--- config.mk ---
export PLATFORM = sky130hd
export DESIGN_NAME = mem_arbiter
export DESIGN_NICKNAME = d
export VERILOG_FILES = /design/src/rtl/mem_arbiter.sv
export SDC_FILE = /design/constraint.sdc
export NUM_CORES = 1
export LEC_CHECK = 0
export CORE_UTILIZATION = 41
export CTS_BUF_LIST = sky130_fd_sc_hd__clkbuf_16
export DETAILED_ROUTE_END_ITERATION = 16
export PLACE_DENSITY = 0.88
export SETUP_SLACK_MARGIN = 0.1
export SYNTH_ARGS = -nofsm -noshare
export SYNTH_HDL_FRONTEND = slang
export SYNTH_SLANG_ARGS = --single-unit
--- constraint.sdc ---
create_clock -name clk -period 2.4 [get_ports clk]
set_clock_uncertainty 0.2 [all_clocks]
set_input_delay 0.24 -clock clk [delete_from_list [all_inputs] [get_ports clk]]
set_output_delay 0.24 -clock clk [all_outputs]
set_load 0.05 [all_outputs]
--- src/rtl/mem_arbiter.sv ---
// Round-robin arbiter sharing one main-memory port between an I-cache (read only)
// and a D-cache (read/write). Request fields are latched at grant; all outputs are registered.
module mem_arbiter #(
   parameter int ADDR_WIDTH       = 17,
   parameter int LEN              = 32,
   parameter int ENTRY_INDEX_SIZE = 3
) (
   input  logic                        clk,
   input  logic                        rst,
   input  logic [1:0]                  i_vis_signal,
   input  logic [ADDR_WIDTH-1:0]       i_vis_addr,
   input  logic [1:0]                  d_vis_signal,
   input  logic [ADDR_WIDTH-1:0]       d_vis_addr,
   input  logic [LEN-1:0]              d_written_data,
   input  logic [2:0]                  d_data_type,
   input  logic [ENTRY_INDEX_SIZE:0]   d_write_length,
   input  logic [LEN-1:0]              mem_data,
   input  logic [1:0]                  mem_status,
   output logic [1:0]                  mem_vis_signal,
   output logic [ADDR_WIDTH-1:0]       mem_vis_addr,
   output logic [LEN-1:0]              mem_written_data,
   output logic [2:0]                  mem_data_type,
   output logic [ENTRY_INDEX_SIZE:0]   mem_write_length,
   output logic [1:0]                  i_status,
   output logic [LEN-1:0]              i_data,
   output logic [1:0]                  d_status,
   output logic [LEN-1:0]              d_data
);

   localparam logic [1:0] ST_IDLE = 2'b00;
   localparam logic [1:0] ST_BUSY = 2'b01;
   localparam logic [1:0] ST_DONE = 2'b10;
   localparam logic [1:0] REQ_RD  = 2'b01;
   localparam logic [1:0] REQ_WR  = 2'b10;

   typedef enum logic [1:0] {S_IDLE, S_GRANT_I, S_GRANT_D, S_RELEASE} state_t;

   state_t                      state_q, state_d;
   logic                        last_d_q, last_d_d;   // 1: last tie went to D
   logic [1:0]                  mem_vis_signal_q, mem_vis_signal_d;
   logic [ADDR_WIDTH-1:0]       mem_vis_addr_q, mem_vis_addr_d;
   logic [LEN-1:0]              mem_written_data_q, mem_written_data_d;
   logic [2:0]                  mem_data_type_q, mem_data_type_d;
   logic [ENTRY_INDEX_SIZE:0]   mem_write_length_q, mem_write_length_d;
   logic [1:0]                  i_status_q, i_status_d;
   logic [LEN-1:0]              i_data_q, i_data_d;
   logic [1:0]                  d_status_q, d_status_d;
   logic [LEN-1:0]              d_data_q, d_data_d;

   logic i_pend, d_pend, mem_done, done_i, done_d;

   always_comb begin
      i_pend   = (i_vis_signal == REQ_RD);
      d_pend   = (d_vis_signal == REQ_RD) || (d_vis_signal == REQ_WR);
      mem_done = (mem_status == ST_DONE);
      done_i   = (state_q == S_GRANT_I) && mem_done;
      done_d   = (state_q == S_GRANT_D) && mem_done;

      state_d            = state_q;
      last_d_d           = last_d_q;
      mem_vis_signal_d   = mem_vis_signal_q;
      mem_vis_addr_d     = mem_vis_addr_q;
      mem_written_data_d = mem_written_data_q;
      mem_data_type_d    = mem_data_type_q;
      mem_write_length_d = mem_write_length_q;
      i_data_d           = i_data_q;
      d_data_d           = d_data_q;

      // A requester stays busy while it owns the port, even if it drops its request.
      i_status_d = done_i ? ST_DONE : ((state_q == S_GRANT_I) || i_pend) ? ST_BUSY : ST_IDLE;
      d_status_d = done_d ? ST_DONE : ((state_q == S_GRANT_D) || d_pend) ? ST_BUSY : ST_IDLE;

      case (state_q)
         S_IDLE: begin
            if (i_pend && (!d_pend || last_d_q)) begin
               state_d            = S_GRANT_I;
               mem_vis_signal_d   = i_vis_signal;
               mem_vis_addr_d     = i_vis_addr;
               mem_written_data_d = '0;
               mem_data_type_d    = '0;
               mem_write_length_d = '0;
               if (d_pend) last_d_d = 1'b0;
            end else if (d_pend) begin
               state_d            = S_GRANT_D;
               mem_vis_signal_d   = d_vis_signal;
               mem_vis_addr_d     = d_vis_addr;
               mem_written_data_d = d_written_data;
               mem_data_type_d    = d_data_type;
               mem_write_length_d = d_write_length;
               if (i_pend) last_d_d = 1'b1;
            end
         end
         S_GRANT_I: begin
            if (mem_done) begin
               state_d          = S_RELEASE;
               mem_vis_signal_d = 2'b00;
               if (mem_vis_signal_q == REQ_RD) i_data_d = mem_data;
            end
         end
         S_GRANT_D: begin
            if (mem_done) begin
               state_d          = S_RELEASE;
               mem_vis_signal_d = 2'b00;
               if (mem_vis_signal_q == REQ_RD) d_data_d = mem_data;
            end
         end
         S_RELEASE: state_d = S_IDLE;
         default:   state_d = S_IDLE;
      endcase
   end

   always_ff @(posedge clk or negedge rst) begin
      if (!rst) begin
         state_q            <= S_IDLE;
         last_d_q           <= 1'b1;
         mem_vis_signal_q   <= '0;
         mem_vis_addr_q     <= '0;
         mem_written_data_q <= '0;
         mem_data_type_q    <= '0;
         mem_write_length_q <= '0;
         i_status_q         <= '0;
         i_data_q           <= '0;
         d_status_q         <= '0;
         d_data_q           <= '0;
      end else begin
         state_q            <= state_d;
         last_d_q           <= last_d_d;
         mem_vis_signal_q   <= mem_vis_signal_d;
         mem_vis_addr_q     <= mem_vis_addr_d;
         mem_written_data_q <= mem_written_data_d;
         mem_data_type_q    <= mem_data_type_d;
         mem_write_length_q <= mem_write_length_d;
         i_status_q         <= i_status_d;
         i_data_q           <= i_data_d;
         d_status_q         <= d_status_d;
         d_data_q           <= d_data_d;
      end
   end

   assign mem_vis_signal   = mem_vis_signal_q;
   assign mem_vis_addr     = mem_vis_addr_q;
   assign mem_written_data = mem_written_data_q;
   assign mem_data_type    = mem_data_type_q;
   assign mem_write_length = mem_write_length_q;
   assign i_status         = i_status_q;
   assign i_data           = i_data_q;
   assign d_status         = d_status_q;
   assign d_data           = d_data_q;

endmodule

Figure 1. Pin placement (run 1).
Pins as bars across the die edge, other pins in grey.
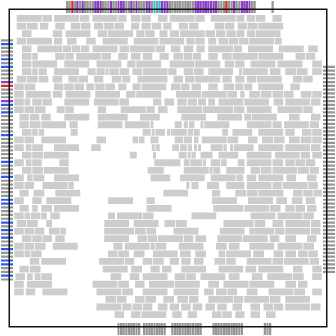
| colour | port | pins | direction | edge |
|---|---|---|---|---|
| blue | `d_vis_addr` | 17 | input | left |
| cyan | `d_vis_signal` | 2 | input | top |
| purple | `mem_written_data` | 32 | output | 30 top, 2 left |
| red | `mem_data_type` | 3 | output | 2 top, 1 left |
all pins by edge: 75 top, 64 left, 55 right, 45 bottom
PortBufs: 238
chip width: 113 um
die height: 113 um

Figure 2. Routed metal, one colour a layer (run 1).
Scale bar: 20 um.
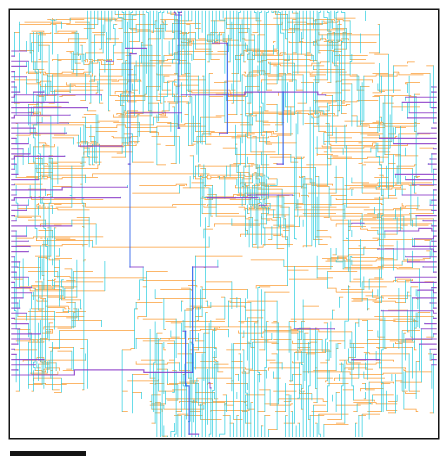
| colour | layer | wire length |
|---|---|---|
| purple | metal 3 | 817 um |
| blue | metal 4 | 186 um |
| cyan | metal 2 | 6770 um |
| orange | metal 1 | 5330 um |
via count: 3783
final wirelength: 13.1 mm
Overall Global Routing Usage: 0.211
routed len/inst: 17.6 um

==> results.toml, run 1 <==
# generated from flow reports
[run_status]
outcome = "complete, no violations"

[setup_path]
cpPeakStageDelay_ns = 0.87
crit_chain = "clkdlybuf4s50_1"
cpMaxStageDelayCell = "clkdlybuf4s50_1"
critPathKind = "reg -> out"
startpoint_type = "flop"
worstSetupStartpoint = "mem_vis_signal[1]"
worst-path-buf-inv = 1
worstSetupEndpointType = "output pin"
worstPathArrival_ns = 1.75
crit_fanout = 4
crit_required_ns = 1.96
reg2reg_from = "state_q[0]"
crit_end = "mem_vis_signal[1]"
r2r_cells = 6
cp_num_cells = 1
r2r_end = "d_data[24]"

[timing]
holdWs_ns = 0.136
fmax_mhz = 457
slew_violations = 0
rsz0062_at_grt = "false"
setup_ws_ns = 0.213
slew_headroom = 0.634
setup_viol = 0
tightest_slew_ns = 0.548
layout_min_cycle_time_ns = 2.19

[pwr]
pwr-share-seq = 0.264
pg_comb_mw = 7.67
power_frac_comb = 0.535
ir_drop_mv = 0.765
p_per_area_nw_per_um2 = 1720
internal_power_mw = 8.01
p_seq_mw = 3.78
power-top-group = "combinational logic"
sw_frac_of_total = 0.441
power.leakage_nw = 3.60
totalPowerFinal_mw = 14.3
switching_power_mw = 6.32

[clocking]
path_clk_slew_ns = 0.06
cts_max_level = 4
cts_inserted_buffers = 17
cts.sinks = 129
post_cts_buffers = 0
tritoncts = "done"
root_buffer = "clkbuf_16"

[synth]
syn-num-nets = 450
postSynthCellCount = 333
syn_area_per_cell_sq_um = 15.2
largest_area_cell = "dfrtp_1"
synth_chip_area_sq_um = 5070
synth_cell_type_count = 33
synth_seq_share = 0.637
ys_cells = 333
synth-seq-cells = 129
synthTopCellsByArea = "dfrtp_1, mux2_2, a22o_1, o221a_2, nand2b_1"
top_area_frac = 0.632
synth_warnings = 0

[grt]
grt_max_degree = 57
grt_pass1_vias = 4076
grt_antenna_before_repair = 0

[place]
place_ws_ns = 0.0802
routabilityCongestion = 0.743
placedCellCount = 711
dp_hpwl_mm = 9.60
place_area_sq_um = 7670

[drt]
via_per_inst = 5.08
drt_iter0_markers = 209
drc = 0
ant_nets = 0
drt_pass1_iterations = 4

[flow_run]
cap_violations = 0
warning_count = 29

[floorplanning]
dieArea_sq_um = 12800
fp_util = 0.422
row_count = 40
io_pins = 239

[finish]
final_area_sq_um = 8340
final_core_util = 0.694
area_growth_pct = 64.6
lay_top_count = "clkdlybuf4s50_1"
diodes = 0
drive_above_1_share = 0.216
lay_top_cells = "clkdlybuf4s50_1, dfrtp_1, mux2_2, a22o_1, nand2b_1"

[min_path]
hold_class = "in -> async"
Figure 3. Clock distribution (run 1).
Scale bar: 20 um.
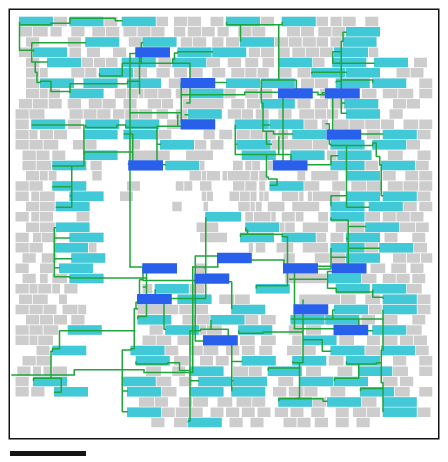
[blue] clock drivers | count: 17
[green] clock wires | length: 1560 um
[cyan] flip-flops | count: 129
flops lie: all over the die
Clock power frac: 0.201
Late-Pin Clk Latency: 0.40 ns
Clk. pwr: 2.89 mW

[run 1: cell type report]
class | instances | area (sq um)
clock buffers | 17 | 425
clock inverters | 15 | 239
fillers | 816 | 3670
inverters | 5 | 18.8
multi-input cells | 180 | 1700
flip-flops and latches | 129 | 3230
well taps | 147 | 184
repair buffers | 251 | 2540
[run 1: flip-flops by register name, summed over array words and instances (netlist names)]
name and flops:
d_data 32, d_status 2, i_data 32, i_status 2, last_d_q 1, mem_data_type 3, mem_vis_addr 17, mem_vis_signal 2
mem_write_length 4, mem_written_data 32, state_q 2
[run 1: cell usage after synthesis, drive strengths merged]
| master | instances |
|---|---|
| o221a | 17 |
| dfrtp | 128 |
| buf | 18 |
| a21boi | 1 |
| o22ai | 2 |
| inv | 5 |
| xnor2 | 1 |
| nand4b | 1 |
| nand2 | 5 |
| dfstp | 1 |
| o21ai | 2 |
| clkbuf | 1 |
| nand2b | 20 |
| a22o | 39 |
| and2 | 2 |
| mux2 | 64 |
| a2bb2oi | 2 |
| nor3b | 4 |
| ha | 4 |
| nand3 | 1 |
| a21oi | 5 |
| nor2b | 2 |
| mux2i | 2 |
| nor2 | 4 |
| xor2 | 1 |
| or2b | 1 |
[run 1: layer usage]
metal,vias up,track usage,wire length (um)
met1,1878,0.255,5330
met4,0,0.0632,185
met3,14,0.0680,816
li1,1733,-,-
met5,-,0,0
met2,158,0.360,6770
[run 1: timing repair]
item | in CTS | in global routing
endpoints found under the hold margin | 34 | 0
resized | 0 | 0
hold buffers | 1 | 0
[run 1: cell families after synthesis]
family | synth area share
DFF | 0.637
buffers and inverters | 0.0311
muxes | 0.146
adders and majority gates | 0.00987
AOI/OAI and AO/OA | 0.121
xor gates and xnor gates | 0.00494
and+or+nand+nor | 0.0499
==> run 2: changes to the inputs <==
--- a/config.mk
+++ b/config.mk
@@ -10,6 +10,7 @@
 export DETAILED_ROUTE_END_ITERATION = 16
 export PLACE_DENSITY = 0.88
 export SETUP_SLACK_MARGIN = 0.1
+export SLEW_MARGIN = 20
 export SYNTH_ARGS = -nofsm -noshare
 export SYNTH_HDL_FRONTEND = slang
 export SYNTH_SLANG_ARGS = --single-unit
Figure 4. Routed metal, one colour a layer (run 2).
Scale bar: 20 um.
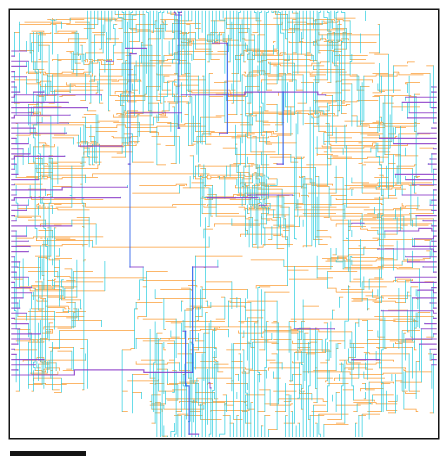

Figure 5. The clock network (run 2).
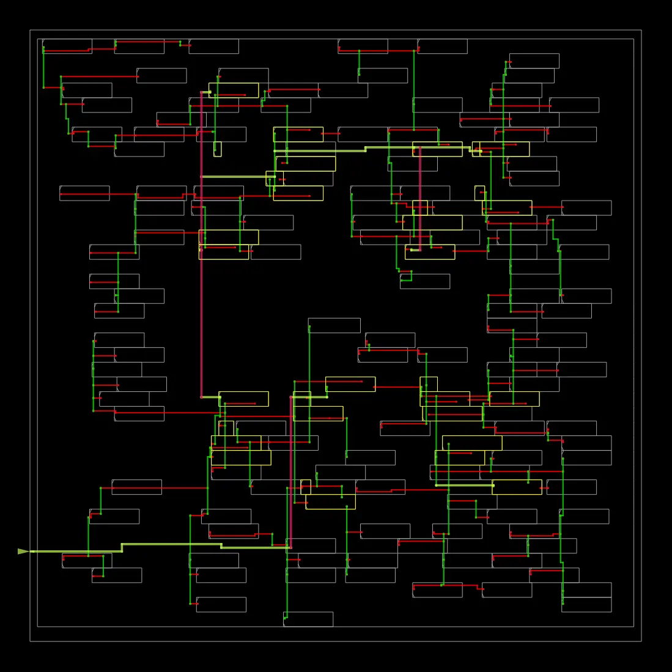
Flop Count: 129
TritonCTS buffer count: 17
CLK BUF: 17

==> results.toml, run 2 <==
# generated from flow reports
[timing]
layout_min_cycle_time_ns = 2.19
setup_ws_ns = 0.213
slew_violations = 0
rsz0062_at_grt = "false"
slew_headroom = 0.634

[drt]
wl_per_cell_um = 17.6
via_per_inst = 5.08
drt_pass1_iterations = 4
drc = 0

[place]
routabilityCongestion = 0.743
place_ws_ns = 0.0802

[setup_path]
worstPathArrival_ns = 1.75
reg2reg_from = "state_q[0]"
crit_end = "mem_vis_signal[1]"
worstSetupEndpointType = "output pin"
startpoint_type = "flop"

[synth]
syn-num-nets = 450
synth-seq-cells = 129

[pwr]
power.leakage_nw = 3.60
ir_drop_mv = 0.765

[clocking]
cts_max_level = 4
tritoncts = "done"
root_buffer = "clkbuf_16"
post_cts_buffers = 0

[floorplanning]
row_count = 40
dieArea_sq_um = 12800
fp_util = 0.422
die_w_um = 113

[finish]
drive_above_1_share = 0.216
diodes = 0
final_area_sq_um = 8340
final_core_util = 0.694

[flow_run]
cap_violations = 0

[grt]
track_usage = 0.211

[run_status]
outcome = "complete, no violations"
Figure 6. Pin placement (run 2).
Pins as bars across the die edge, other pins in grey.
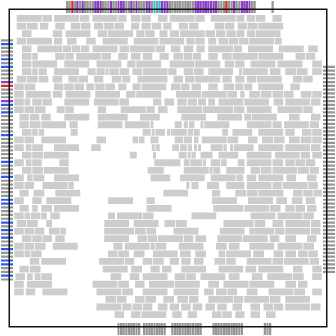

-- run 2: cell counts in the layout (fill, tap and decap cells not counted) --
Identical to the previous run, type by type.
-- run 2: per-stage QoR --
stage                     hold slack, ns  power, mW
after floorplan                   -0.256       8.77
after global placement            0.0172       11.3
after detailed placement          0.0235       11.5
after CTS                          0.136       14.4
after global routing               0.193       14.9
final                              0.136       14.3
-- run 2: report_power, final --
group | internal [mW] | switching (mW) | total [mW]
Combinational | 2.86 | 4.81 | 7.67
Clock | 1.94 | 0.942 | 2.89
Sequential | 3.20 | 0.574 | 3.78
Total | 8.01 | 6.32 | 14.3
-- run 2: kinds of logic after synthesis --
group | count (synthesis) | share of synthesized area
fa+ha+maj | 4 | 0.00987
simple gates | 40 | 0.0499
compound gates | 68 | 0.121
flops | 129 | 0.637
mux | 66 | 0.146
buf+inv | 24 | 0.0311
xor+xnor | 2 | 0.00494
-- run 2: area by class of cell --
class	instances	area, sq um	area share
tap	147	184	0.0221
multi-input combinational	180	1700	0.204
clock inverter	15	239	0.0287
clock buffer	17	425	0.0510
inverter	5	18.8	0.00225
timing repair buffer	251	2540	0.305
sequential	129	3230	0.387
-- run 2: metal layers --
layer | global-route usage | vias to the layer above | wire length [um]
li1 | - | 1733 | -
met1 | 0.255 | 1878 | 5330
met2 | 0.360 | 158 | 6770
met3 | 0.0680 | 14 | 816
met4 | 0.0632 | 0 | 185
met5 | 0 | - | 0
==> run 3: changes to the inputs <==
--- a/config.mk
+++ b/config.mk
@@ -8,6 +8,7 @@
 export CORE_UTILIZATION = 41
 export CTS_BUF_LIST = sky130_fd_sc_hd__clkbuf_16
 export DETAILED_ROUTE_END_ITERATION = 16
+export MAX_ROUTING_LAYER = met4
 export PLACE_DENSITY = 0.88
 export SETUP_SLACK_MARGIN = 0.1
 export SLEW_MARGIN = 20
==> constraint.sdc (replaced) <==
create_clock -name clk -period 2.3 [get_ports clk]
set_clock_uncertainty 0.2 [all_clocks]
set_input_delay 0.23 -clock clk [delete_from_list [all_inputs] [get_ports clk]]
set_output_delay 0.23 -clock clk [all_outputs]
set_load 0.05 [all_outputs]
Figure 7. Pin placement (run 3).
Pins as bars across the die edge, other pins in grey.
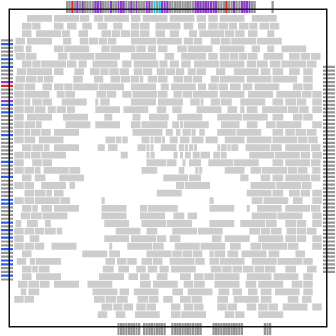
| colour | port | pins | direction | edge |
|---|---|---|---|---|
| cyan | `d_vis_signal` | 2 | input | top |
| blue | `d_vis_addr` | 17 | input | left |
| purple | `mem_written_data` | 32 | output | 30 top, 2 left |
| red | `mem_data_type` | 3 | output | 2 top, 1 left |

Figure 8. Clock distribution (run 3).
Scale bar: 20 um.
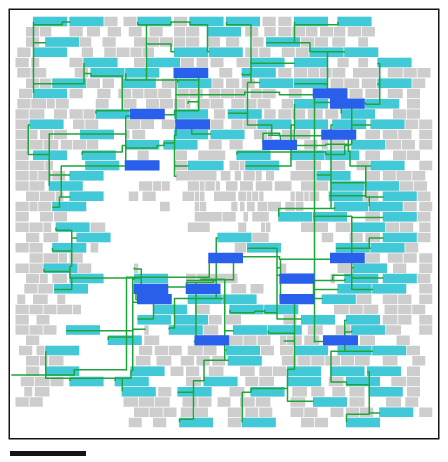
[blue] clock drivers | count: 17
[green] clock wires | length: 1610 um
[cyan] flip-flops | count: 129
flops lie: all over the die
Clock power frac: 0.171
Clk. pwr: 2.46 mW

==> results.toml, run 3 <==
# generated from flow reports
[place]
placedCellCount = 709
dp_hpwl_mm = 9.45
routabilityCongestion = 0.774
place_ws_ns = 0.0235

[finish]
lay_top_count = "clkdlybuf4s50_1"
combGateArea_sq_um = 1700
area_growth_pct = 61.6
flop_area_sq_um = 3230
final_area_sq_um = 8190
final_core_util = 0.682
lay_top_cells = "clkdlybuf4s50_1, dfrtp_1, mux2_2, a22o_1, nand2b_1"
drive_above_1_share = 0.203
diodes = 0

[pwr]
pwr-share-seq = 0.275
p_per_area_nw_per_um2 = 1760
pg_comb_mw = 7.99
p_seq_mw = 3.96
sw_frac_of_total = 0.454
power_frac_comb = 0.555
ir_drop_mv = 0.902
internal_power_mw = 7.86
switching_power_mw = 6.54
totalPowerFinal_mw = 14.4
power-top-group = "combinational logic"
power.leakage_nw = 3.54

[setup_path]
startpoint_type = "flop"
crit_required_ns = 1.87
worstSetupEndpointType = "output pin"
worstPathArrival_ns = 1.63
worst-path-buf-inv = 1
r2r_slack_ns = 0.27
cpMaxStageDelayCell = "clkdlybuf4s50_1"

[timing]
slew_violations = 0
holdWs_ns = 0.183
finalClockPeriodUsage = 0.895
rsz0062_at_grt = "false"
setup_ws_ns = 0.242
layout_min_cycle_time_ns = 2.06
slew_headroom = 0.535

[clocking]
root_buffer = "clkbuf_16"
post_cts_buffers = 0
cts_inserted_buffers = 17
tritoncts = "done"
cts.sinks = 129
cts_max_level = 4

[drt]
drt_pass1_iterations = 4
drc = 0
highest_layer = "met4"
via_per_inst = 5.08
wl_met1_mm = 5.29
met2_length_mm = 6.79
ant_nets = 0
wl_met3_um = 734

[synth]
yosysMostFrequentCell = "dfrtp_1"
syn_area_per_cell_sq_um = 15.2
syn_area_sq_um = 5070
synthTopCellsByArea = "dfrtp_1, mux2_2, a22o_1, o221a_2, nand2b_1"
top_area_frac = 0.632
edf_count = 0
ys_async_sr_fraction = 1.00
synth_chip_area_sq_um = 5070
postSynthCellCount = 333
top_cells_by_count = "dfrtp_1, mux2_2, a22o_1, nand2b_1, o221a_2"
synth-seq-cells = 129
syn-num-nets = 450

[flow_run]
warning_count = 29
cap_violations = 0

[grt]
grt_max_degree = 74

[floorplanning]
row_count = 40
dieArea_sq_um = 12800
die_w_um = 113
fp_util = 0.422

[run_status]
outcome = "complete, no violations"
Figure 9. Routed metal, one colour a layer (run 3).
Scale bar: 20 um.
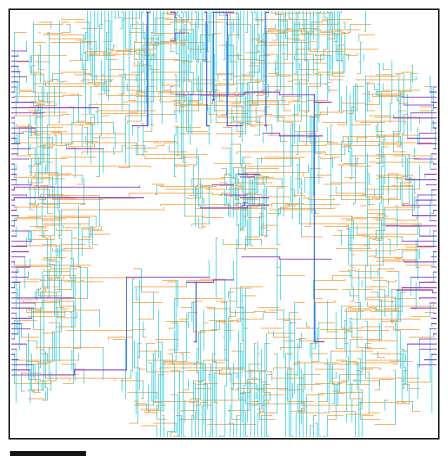
| colour | layer | wire length |
|---|---|---|
| orange | metal 1 | 5290 um |
| blue | metal 4 | 248 um |
| cyan | metal 2 | 6790 um |
| purple | metal 3 | 735 um |
via count: 3756
routed len/inst: 17.7 um
Overall Global Routing Usage: 0.217
final wirelength: 13.1 mm

[run 3: cell count changes in the layout (fill, tap and decap cells not counted), moves of 2 or more]
cell	before	now
inv_6	2	0
buf_4	8	6
bufinv_16	6	2
inv_1	6	8
clkinv_1	1	3
[run 3: cell families after synthesis]
| kind of cell | count (synthesis) | synth area share |
|---|---|---|
| flops | 129 | 0.637 |
| compound gates | 68 | 0.121 |
| mux | 66 | 0.146 |
| simple gates | 40 | 0.0499 |
| buf+inv | 24 | 0.0311 |
| fa+ha+maj | 4 | 0.00987 |
| xor+xnor | 2 | 0.00494 |
[run 3: worst paths after layout]
check	from	to	cells past startpoint
worst max-delay path	mem_vis_signal[0]	mem_vis_signal[0]	1
worst min-delay path	rst	i_data[3]	3
worst max register to register	state_q[0]	d_data[30]	6
worst min register to register	d_data[22]	d_data[22]	1
max in group asynchronous	rst	mem_vis_addr[8]	3
min in group clk	d_write_length[1]	mem_write_length[1]	2
[run 3: area by class of cell]
| type | count | share of cell area |
|---|---|---|
| clock inverters | 12 | 0.0128 |
| flip-flops and latches | 129 | 0.394 |
| multi-input cells | 180 | 0.208 |
| inverters | 5 | 0.00229 |
| clock buffers | 17 | 0.0519 |
| well taps | 147 | 0.0225 |
| repair buffers | 249 | 0.308 |
[run 3: what timing repair did]
action,in CTS,in global routing
setup endpoints to repair,1,0
hold endpoints to repair,129,0
hold buffers,1,0
gates resized,1,0
[run 3: tightest hold or removal path, cell delays in order]
cell	delay (ns)
dlygate4sd3_1	0.53
buf_4	0.12
buf_12	0.31
[run 3: per-layer routing]
layer | vias to the layer above | GRT usage
met4 | 0 | 0.0763
met5 | - | -
li1 | 1719 | -
met1 | 1854 | 0.254
met3 | 21 | 0.0541
met2 | 162 | 0.363
Power figures rest on the tool's default switching activity, not on a simulated workload.
